`src/rtl/key_cmd_queue.sv`:
```
// Encodes debounced key press pulses into key indices and queues them in a
// show-ahead FIFO behind a valid/ready handshake. Pending presses are pushed lowest index first.
module key_cmd_queue #(
    parameter int NKEYS  = 5,
    parameter int CODE_W = 3,
    parameter int DEPTH  = 8
) (
    input  logic                       clk,
    input  logic                       clr_n,
    input  logic [NKEYS-1:0]           key_pulse,
    input  logic                       cmd_ready,
    input  logic                       ovf_clr,
    output logic                       cmd_valid,
    output logic [CODE_W-1:0]          cmd_code,
    output logic [$clog2(DEPTH):0]     count,
    output logic                       ovf
);

    localparam int PW    = $clog2(DEPTH);
    localparam int CNT_W = PW + 1;
    localparam logic [CNT_W-1:0] FULL = CNT_W'(DEPTH);

    logic [NKEYS-1:0]  pend_q, pend_d;
    logic [CODE_W-1:0] mem_q [DEPTH];
    logic [CODE_W-1:0] mem_d [DEPTH];
    logic [PW-1:0]     wptr_q, wptr_d, rptr_q, rptr_d;
    logic [CNT_W-1:0]  count_q, count_d;
    logic              ovf_q, ovf_d;

    logic              empty, pop, can_push, push, merge;
    logic [CODE_W-1:0] sel_idx;
    logic [NKEYS-1:0]  sel_hot, push_hot;

    assign empty    = (count_q == '0);
    assign pop      = !empty && cmd_ready;
    // A pop in the same cycle frees the slot the push is about to fill.
    assign can_push = (count_q < FULL) || pop;
    assign push     = can_push && (pend_q != '0);

    always_comb begin
        sel_idx = '0;
        sel_hot = '0;
        for (int i = NKEYS - 1; i >= 0; i--) begin
            if (pend_q[i]) begin
                sel_idx    = CODE_W'(i);
                sel_hot    = '0;
                sel_hot[i] = 1'b1;
            end
        end
    end

    assign push_hot = push ? sel_hot : '0;
    // A pulse on the bit being pushed this cycle counts as a fresh press, not a merge.
    assign merge    = |(key_pulse & pend_q & ~push_hot);

    always_comb begin
        pend_d  = (pend_q & ~push_hot) | key_pulse;
        mem_d   = mem_q;
        wptr_d  = wptr_q;
        rptr_d  = rptr_q;
        count_d = count_q;
        ovf_d   = ovf_q;

        if (push) begin
            mem_d[wptr_q] = sel_idx;
            wptr_d        = wptr_q + 1'b1;
        end
        if (pop) begin
            rptr_d = rptr_q + 1'b1;
        end
        case ({push, pop})
            2'b10:   count_d = count_q + 1'b1;
            2'b01:   count_d = count_q - 1'b1;
            default: count_d = count_q;
        endcase

        if (merge) begin
            ovf_d = 1'b1;
        end else if (ovf_clr) begin
            ovf_d = 1'b0;
        end
    end

    always_ff @(posedge clk or negedge clr_n) begin
        if (!clr_n) begin
            pend_q  <= '0;
            wptr_q  <= '0;
            rptr_q  <= '0;
            count_q <= '0;
            ovf_q   <= 1'b0;
            for (int i = 0; i < DEPTH; i++) mem_q[i] <= '0;
        end else begin
            pend_q  <= pend_d;
            wptr_q  <= wptr_d;
            rptr_q  <= rptr_d;
            count_q <= count_d;
            ovf_q   <= ovf_d;
            mem_q   <= mem_d;
        end
    end

    assign cmd_valid = !empty;
    assign cmd_code  = empty ? '0 : mem_q[rptr_q];
    assign count     = count_q;
    assign ovf       = ovf_q;

endmodule

```
`config.mk`:
```
export PLATFORM = sky130hd
export DESIGN_NAME = key_cmd_queue
export DESIGN_NICKNAME = d
export VERILOG_FILES = /design/src/rtl/key_cmd_queue.sv
export SDC_FILE = /design/constraint.sdc
export NUM_CORES = 1
export LEC_CHECK = 0
export CAP_MARGIN = 0
export CORE_AREA = 4 4 81 83
export DETAILED_ROUTE_END_ITERATION = 10
export DIE_AREA = 0 0 85 87
export GPL_TIMING_DRIVEN = 0
export PLACE_DENSITY = 0.49
export SLEW_MARGIN = 20
export SYNTH_ARGS = -nofsm -noshare
export SYNTH_HDL_FRONTEND = slang
export SYNTH_SLANG_ARGS = --single-unit
```
`constraint.sdc`:
```
create_clock -name clk -period 2.7 [get_ports clk]
set_input_delay 0.405 -clock clk [delete_from_list [all_inputs] [get_ports clk]]
set_output_delay 0.405 -clock clk [all_outputs]
set_load 0.01 [all_outputs]
```
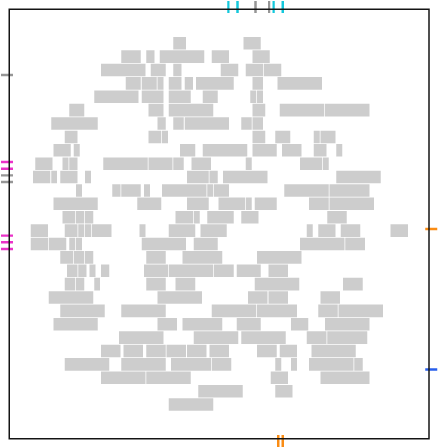
Figure 1: run 1, pin placement.
Pins as bars across the die edge, other pins in gray.
- orange: `cmd_code` (pins 3; direction output; edge 2 bottom, 1 right)
- blue: `clr_n` (pins 1; direction input; edge right)
- cyan: `count` (pins 4; direction output; edge top)
- magenta: `key_pulse` (pins 5; direction input; edge left)
die span in x: 85 µm
vertical die size: 87 µm
Port Buffers: 17

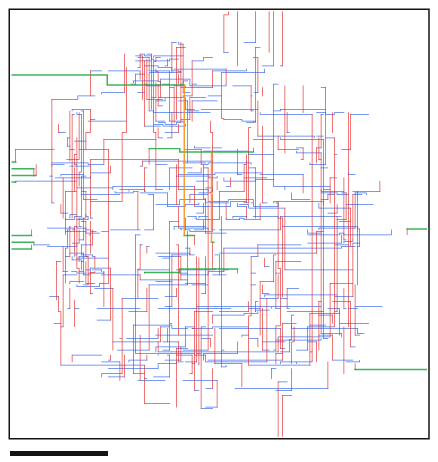
Figure 2: run 1, signal wires by layer.
The bar under the picture is 20 µm long.
- green: met3 (wire length 122 µm)
- red: met2 (wire length 2080 µm)
- blue: met1 (wire length 1800 µm)
- orange: met4 (wire length 49.0 µm)
total via count in the routed design: 1289
gr usage total: 12.5%
average wire length per cell after detail routing: 15.6 µm
Detailed Route WL: 4050 µm

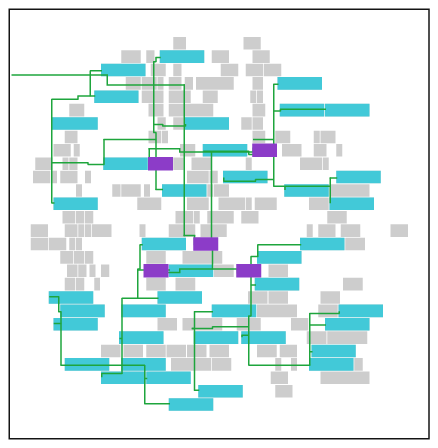
Figure 3: run 1, clock distribution.
- green: clock wires (length 527 µm)
- purple: cells driving clock nets (count 5)
- cyan: flip-flops (count 40)
- routed clock nets: 6
Clk network pwr share: 17.6%
clock latency at the later pin of the worst-skew pair: 0.29 ns
P_clk: 417 µW
final clock skew: 0.00575 ns

==> Table 3: Implementation characteristics, run 1 <==
Table: implementation figures

Parameter                              Value

Layout
  Most common logic cell in the routed design    dfrtp_1
  Area growth syn-to-layout    19.9%
  Fill cell instance count of the final layout    564
  Number of nets at the end of the flow    198
  Most area-hungry cell class in the final design    combinational gates
  Buffers, non-clock    23
  Clock buffer cells    6
  Util after Layout    42.0%
  Diode insertion count for antenna repair    0
  Non-clock buffering overhead in the final layout    8.91%
  Share of cells above drive strength 1    18.9%
  Seq area share    40.8%
  Sequential cell area    0.00100 mm²

Detailed routing
  Wire length on met2    2080 µm
  Met3 Routed Length    121 µm
  First-iteration detailed-routing DRC count    48
  Top Metal Used    met4

Clock tree
  Clock buffers created by TritonCTS    5
  Clock tree buffer depth    2
  Cell resize tally after clock tree synthesis    0
  Num Clock Sinks    40
  H-tree levels    2

Timing
  Final worst path period need    2.51 ns
  Setup TNS    0 ns
  Worst Setup Slack, final    0.188 ns
  Slew at the pin closest to its max-slew limit    0.873 ns
  Number of failing hold endpoints at the final stage    0

Floorplan
  Starting density of the core    35.0%
  Boundary Pins    18
  Tapcells inserted    75

Place
  Total placed cells including tap cells    251
  RD Place Congestion    0.761
  DP Wirelength    3160 µm
  Post-DP Area    0.00234 mm²

Global route
  Number of global-route vias before repair    1446
  Layer with the highest usage after global routing    met2
  Grt met1 use    15.5%
  GR met2 Demand/Resource    21.3%
  Met3 usage in global routing    3.22%

Worst setup path
  Worst Reg2Reg Path Length in Cells    10
  CP max stage delay    0.47 ns
  Worst setup path end    cmd_code[0]
  Path length in cells of the critical path    5
  Required time of the critical path    2.30 ns
  Worst path bufs/invs    2
  CP arrival    2.11 ns
  Sort of element at the end of the critical path    primary output
  Top Family by Delay on Critical Path    buffers and inverters
  First element of the critical path    rptr_q[1]
  Critical-path maximum fanout    7
  Critical path type    reg -> out

Yosys
  Area share of the largest cell type after synthesis    48.8%
  Simple-gate share of the synthesized area    14.9%
  Adder and majority cell fraction of the synthesized area    3.05%
  Floorplan net count    172
  Dominant cell by count in the synthesized netlist    dfrtp_1
  Synthesis Warnings    0
  Number of flops mapped to enable cells by yosys    0
  Main combinational cell family by area after synthesis    multiplexers
  Number of storage elements in the synthesis netlist    40
  Synthesized chip area reported by yosys    0.00205 mm²
  Synth Flop Type    dfrtp_1

Pwr
  Power Sequential    972 µW
  Static leakage    1.09 nW
  Internal cell power    1.52 mW
  Sw frac    35.8%

Outcome
  Result of the run    finished, final reports clean

Hold path
  Type of the most critical hold path    in -> async
==> run 2: changes to the inputs <==
Settings changed: CAP_MARGIN 0 to 5, GPL_ROUTABILITY_DRIVEN set to 1.
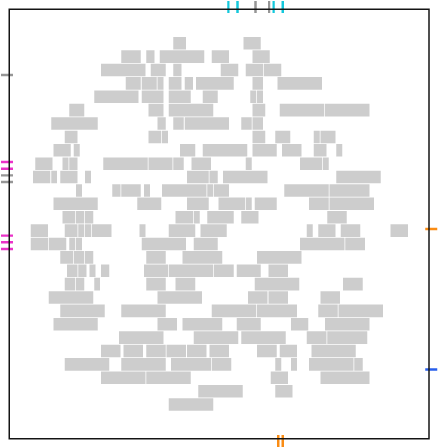
Figure 4: run 2, pin placement.
Pins as bars across the die edge, other pins in gray.
- blue: `clr_n` (pins 1; direction input; edge right)
- magenta: `key_pulse` (pins 5; direction input; edge left)
- cyan: `count` (pins 4; direction output; edge top)
- orange: `cmd_code` (pins 3; direction output; edge 2 bottom, 1 right)
- all pins by edge: 8 left, 6 top, 2 right, 2 bottom

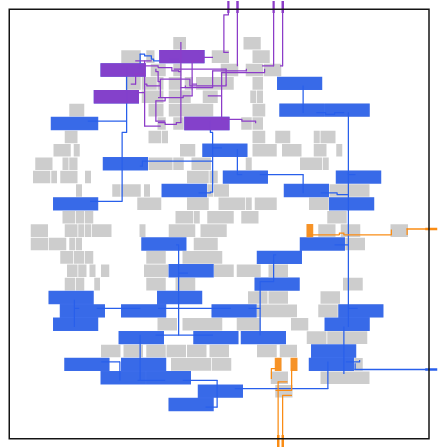
Figure 5: run 2, I/O nets highlighted.
- blue: `clr_n` (bits 1; direction input; end cells 40; wire 350 µm)
- purple: `count` (bits 4; direction output; end cells 4; wire 218 µm)
- orange: `cmd_code` (bits 3; direction output; end cells 3; wire 57.4 µm)

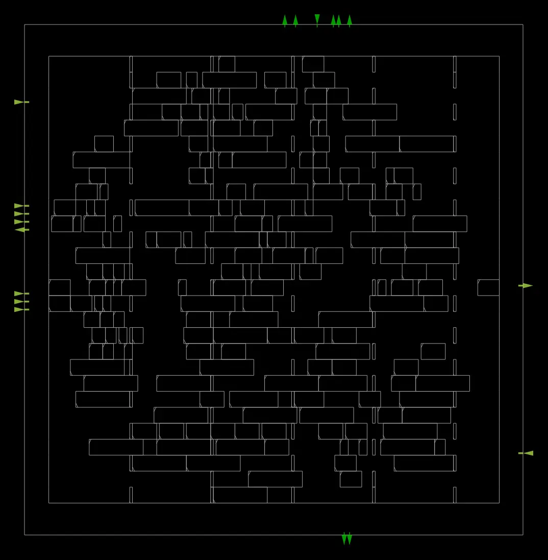
Figure 6: run 2, cell placement.
flop count: 40
fill cell instance count of the final layout: 564
Util after Layout: 42.0%

==> Table 3: Implementation characteristics, run 2 <==
Table: implementation figures

Parameter                              Value

Outcome
  Result of the run    finished, final reports clean

Place
  Post-DP Area    0.00234 mm²
  Total placed cells including tap cells    251
  RD Place Congestion    0.761
  DP Wirelength    3160 µm
  Port Buffers    17

Floorplan
  Die span in x    85 µm
  Vertical die size    87 µm
  Boundary Pins    18
  Tapcells inserted    75

Detailed routing
  Average wire length per cell after detail routing    15.6 µm
  Total via count in the routed design    1289
  Count of TritonRoute iterations in the first routing pass    3
  Wire length on met2    2080 µm
  Detailed Route WL    4050 µm
  Met3 Routed Length    121 µm

Clock tree
  Clock latency at the later pin of the worst-skew pair    0.29 ns
  Clock tree buffer depth    2
  Clock buffers created by TritonCTS    5
  Num Clock Sinks    40
  Cell resize tally after clock tree synthesis    0
  H-tree levels    2

Timing
  Slew at the pin closest to its max-slew limit    0.873 ns
  Worst Setup Slack, final    0.188 ns
  Final clock skew    0.00575 ns
  Number of failing hold endpoints at the final stage    0
  Final worst path period need    2.51 ns
  Setup TNS    0 ns

Layout
  Seq area share    40.8%
  Most common logic cell in the routed design    dfrtp_1
  Diode insertion count for antenna repair    0
  Non-clock buffering overhead in the final layout    8.91%
  Clock buffer cells    6
  Sequential cell area    0.00100 mm²
  Number of nets at the end of the flow    198
  Share of cells above drive strength 1    18.9%
  Footprint of the multi-input gates    0.00103 mm²
  Most area-hungry cell class in the final design    combinational gates

Worst setup path
  Sort of element at the end of the critical path    primary output
  Worst Reg2Reg Path Length in Cells    10
  Worst setup path end    cmd_code[0]
  Worst path bufs/invs    2
  CP max stage delay    0.47 ns
  Register-to-Register Setup Slack    0.20 ns
  Critical path type    reg -> out
  Critical-path maximum fanout    7
  CP arrival    2.11 ns
  Required time of the critical path    2.30 ns
  First element of the critical path    rptr_q[1]
  Path length in cells of the critical path    5
  Top Family by Delay on Critical Path    buffers and inverters

Global route
  Layer with the highest usage after global routing    met2
  Gr usage total    12.5%
  Grt met1 use    15.5%
  Number of antenna violations at the first check in global routing    0
  Met3 usage in global routing    3.22%
  Global route total overflow    0
  Number of global-route vias before repair    1446

Pwr
  Power Sequential    972 µW
  Clk network pwr share    17.6%
  Sw frac    35.8%
  Maximum vdd drop    284 µV
  Static leakage    1.09 nW
  P_clk    417 µW

Yosys
  Dominant cell by count in the synthesized netlist    dfrtp_1
  Number of flops mapped to enable cells by yosys    0
  Number of storage elements in the synthesis netlist    40
  Synth Flop Type    dfrtp_1
  Main combinational cell family by area after synthesis    multiplexers
  Leading post-synthesis cells by cell area    dfrtp_1, mux2_1, mux4_2
  Synthesized chip area reported by yosys    0.00205 mm²
  Simple-gate share of the synthesized area    14.9%
  Area share of the largest cell type after synthesis    48.8%
  Adder and majority cell fraction of the synthesized area    3.05%
  Synthesis Warnings    0
  Floorplan net count    172

Hold path
  Type of the most critical hold path    in -> async

Run
  Number of OpenROAD warnings    27
Figure 7. Signal wires by layer (run 2).
The bar under the picture is 20 µm long.
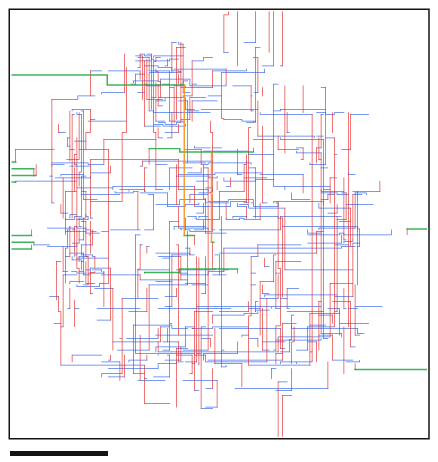

==> run 3: changes to the inputs <==
Settings changed: REMOVE_ABC_BUFFERS set to 1.
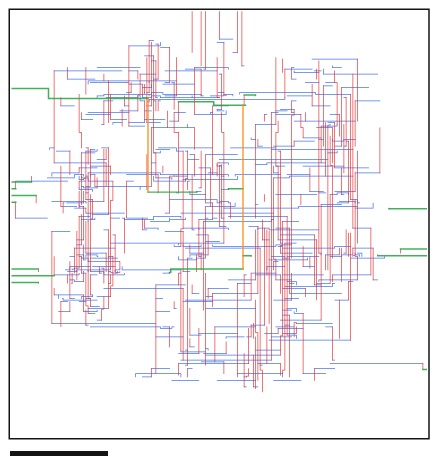
Figure 8: run 3, signal wires by layer.
The bar under the picture is 20 µm long.
gr usage total: 12.4%
total via count in the routed design: 1285
average wire length per cell after detail routing: 15.8 µm
Detailed Route WL: 4040 µm

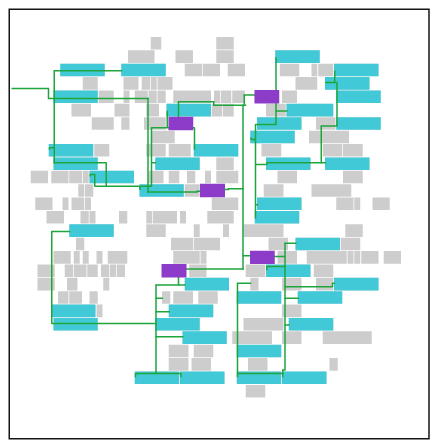
Figure 9: run 3, clock distribution.
- cyan: flip-flops (count 40)
- green: clock wires (length 489 µm)
- purple: cells driving clock nets (count 5)
- flops lie: spread over the die
Clk network pwr share: 17.4%
P_clk: 402 µW

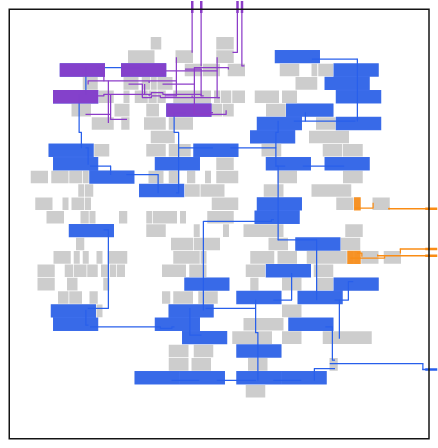
Figure 10: run 3, I/O nets highlighted.
- purple: `count` (bits 4; direction output; end cells 4; wire 199 µm)
- blue: `clr_n` (bits 1; direction input; end cells 40; wire 361 µm)
- orange: `cmd_code` (bits 3; direction output; end cells 3; wire 37.4 µm)
Boundary Pins: 18

==> Table 3: Implementation characteristics, run 3 <==
Table: implementation figures

Parameter                              Value

Clock tree
  Num Clock Sinks    40
  Cell resize tally after clock tree synthesis    0
  Clock tree buffer depth    2
  Clock latency at the later pin of the worst-skew pair    0.29 ns

Worst setup path
  Sort of element at the end of the critical path    register
  Path length in cells of the critical path    10
  Worst Reg2Reg Path Length in Cells    10
  Top Family by Delay on Critical Path    simple AND/OR/NAND/NOR gates
  CP max stage delay    0.60 ns
  CP arrival    2.70 ns
  Worst path bufs/invs    0
  Required time of the critical path    2.87 ns
  Critical path type    reg -> reg
  Register-to-Register Setup Slack    0.17 ns
  Worst setup path end    count[2]

Pwr
  Internal cell power    1.50 mW
  Power Sequential    1.04 mW
  Static leakage    1.08 nW

Layout
  Share of cells above drive strength 1    18.8%
  Clock buffer cells    6
  Util after Layout    41.4%
  Most area-hungry cell class in the final design    combinational gates
  Flop count    40
  Footprint of the multi-input gates    0.00102 mm²
  Non-clock buffering overhead in the final layout    8.26%

Floorplan
  Die span in x    85 µm
  Starting density of the core    35.0%

Yosys
  Simple-gate share of the synthesized area    14.9%
  Number of flops mapped to enable cells by yosys    0
  Dominant cell by count in the synthesized netlist    dfrtp_1
  Main combinational cell family by area after synthesis    multiplexers
  Number of storage elements in the synthesis netlist    40
  Leading post-synthesis cells by cell area    dfrtp_1, mux2_1, mux4_2
  Area share of the largest cell type after synthesis    48.8%

Global route
  Layer with the highest usage after global routing    met2
  GR met2 Demand/Resource    21.3%
  Met3 usage in global routing    3.41%
  Number of global-route vias before repair    1382
  Global route total overflow    0

Timing
  Final worst path period need    2.53 ns
  Final clock skew    0.00546 ns
  Setup TNS    0 ns
  Number of failing hold endpoints at the final stage    0

Detailed routing
  Met3 Routed Length    128 µm
  Top Metal Used    met4
  Count of TritonRoute iterations in the first routing pass    4
  Wire length on met2    2090 µm

Run
  Number of OpenROAD warnings    26

Hold path
  Type of the most critical hold path    in -> async

Outcome
  Result of the run    finished, final reports clean

Place
  DP Wirelength    3180 µm
  RD Place Congestion    0.760
Power is estimated from default activity; no workload was simulated.
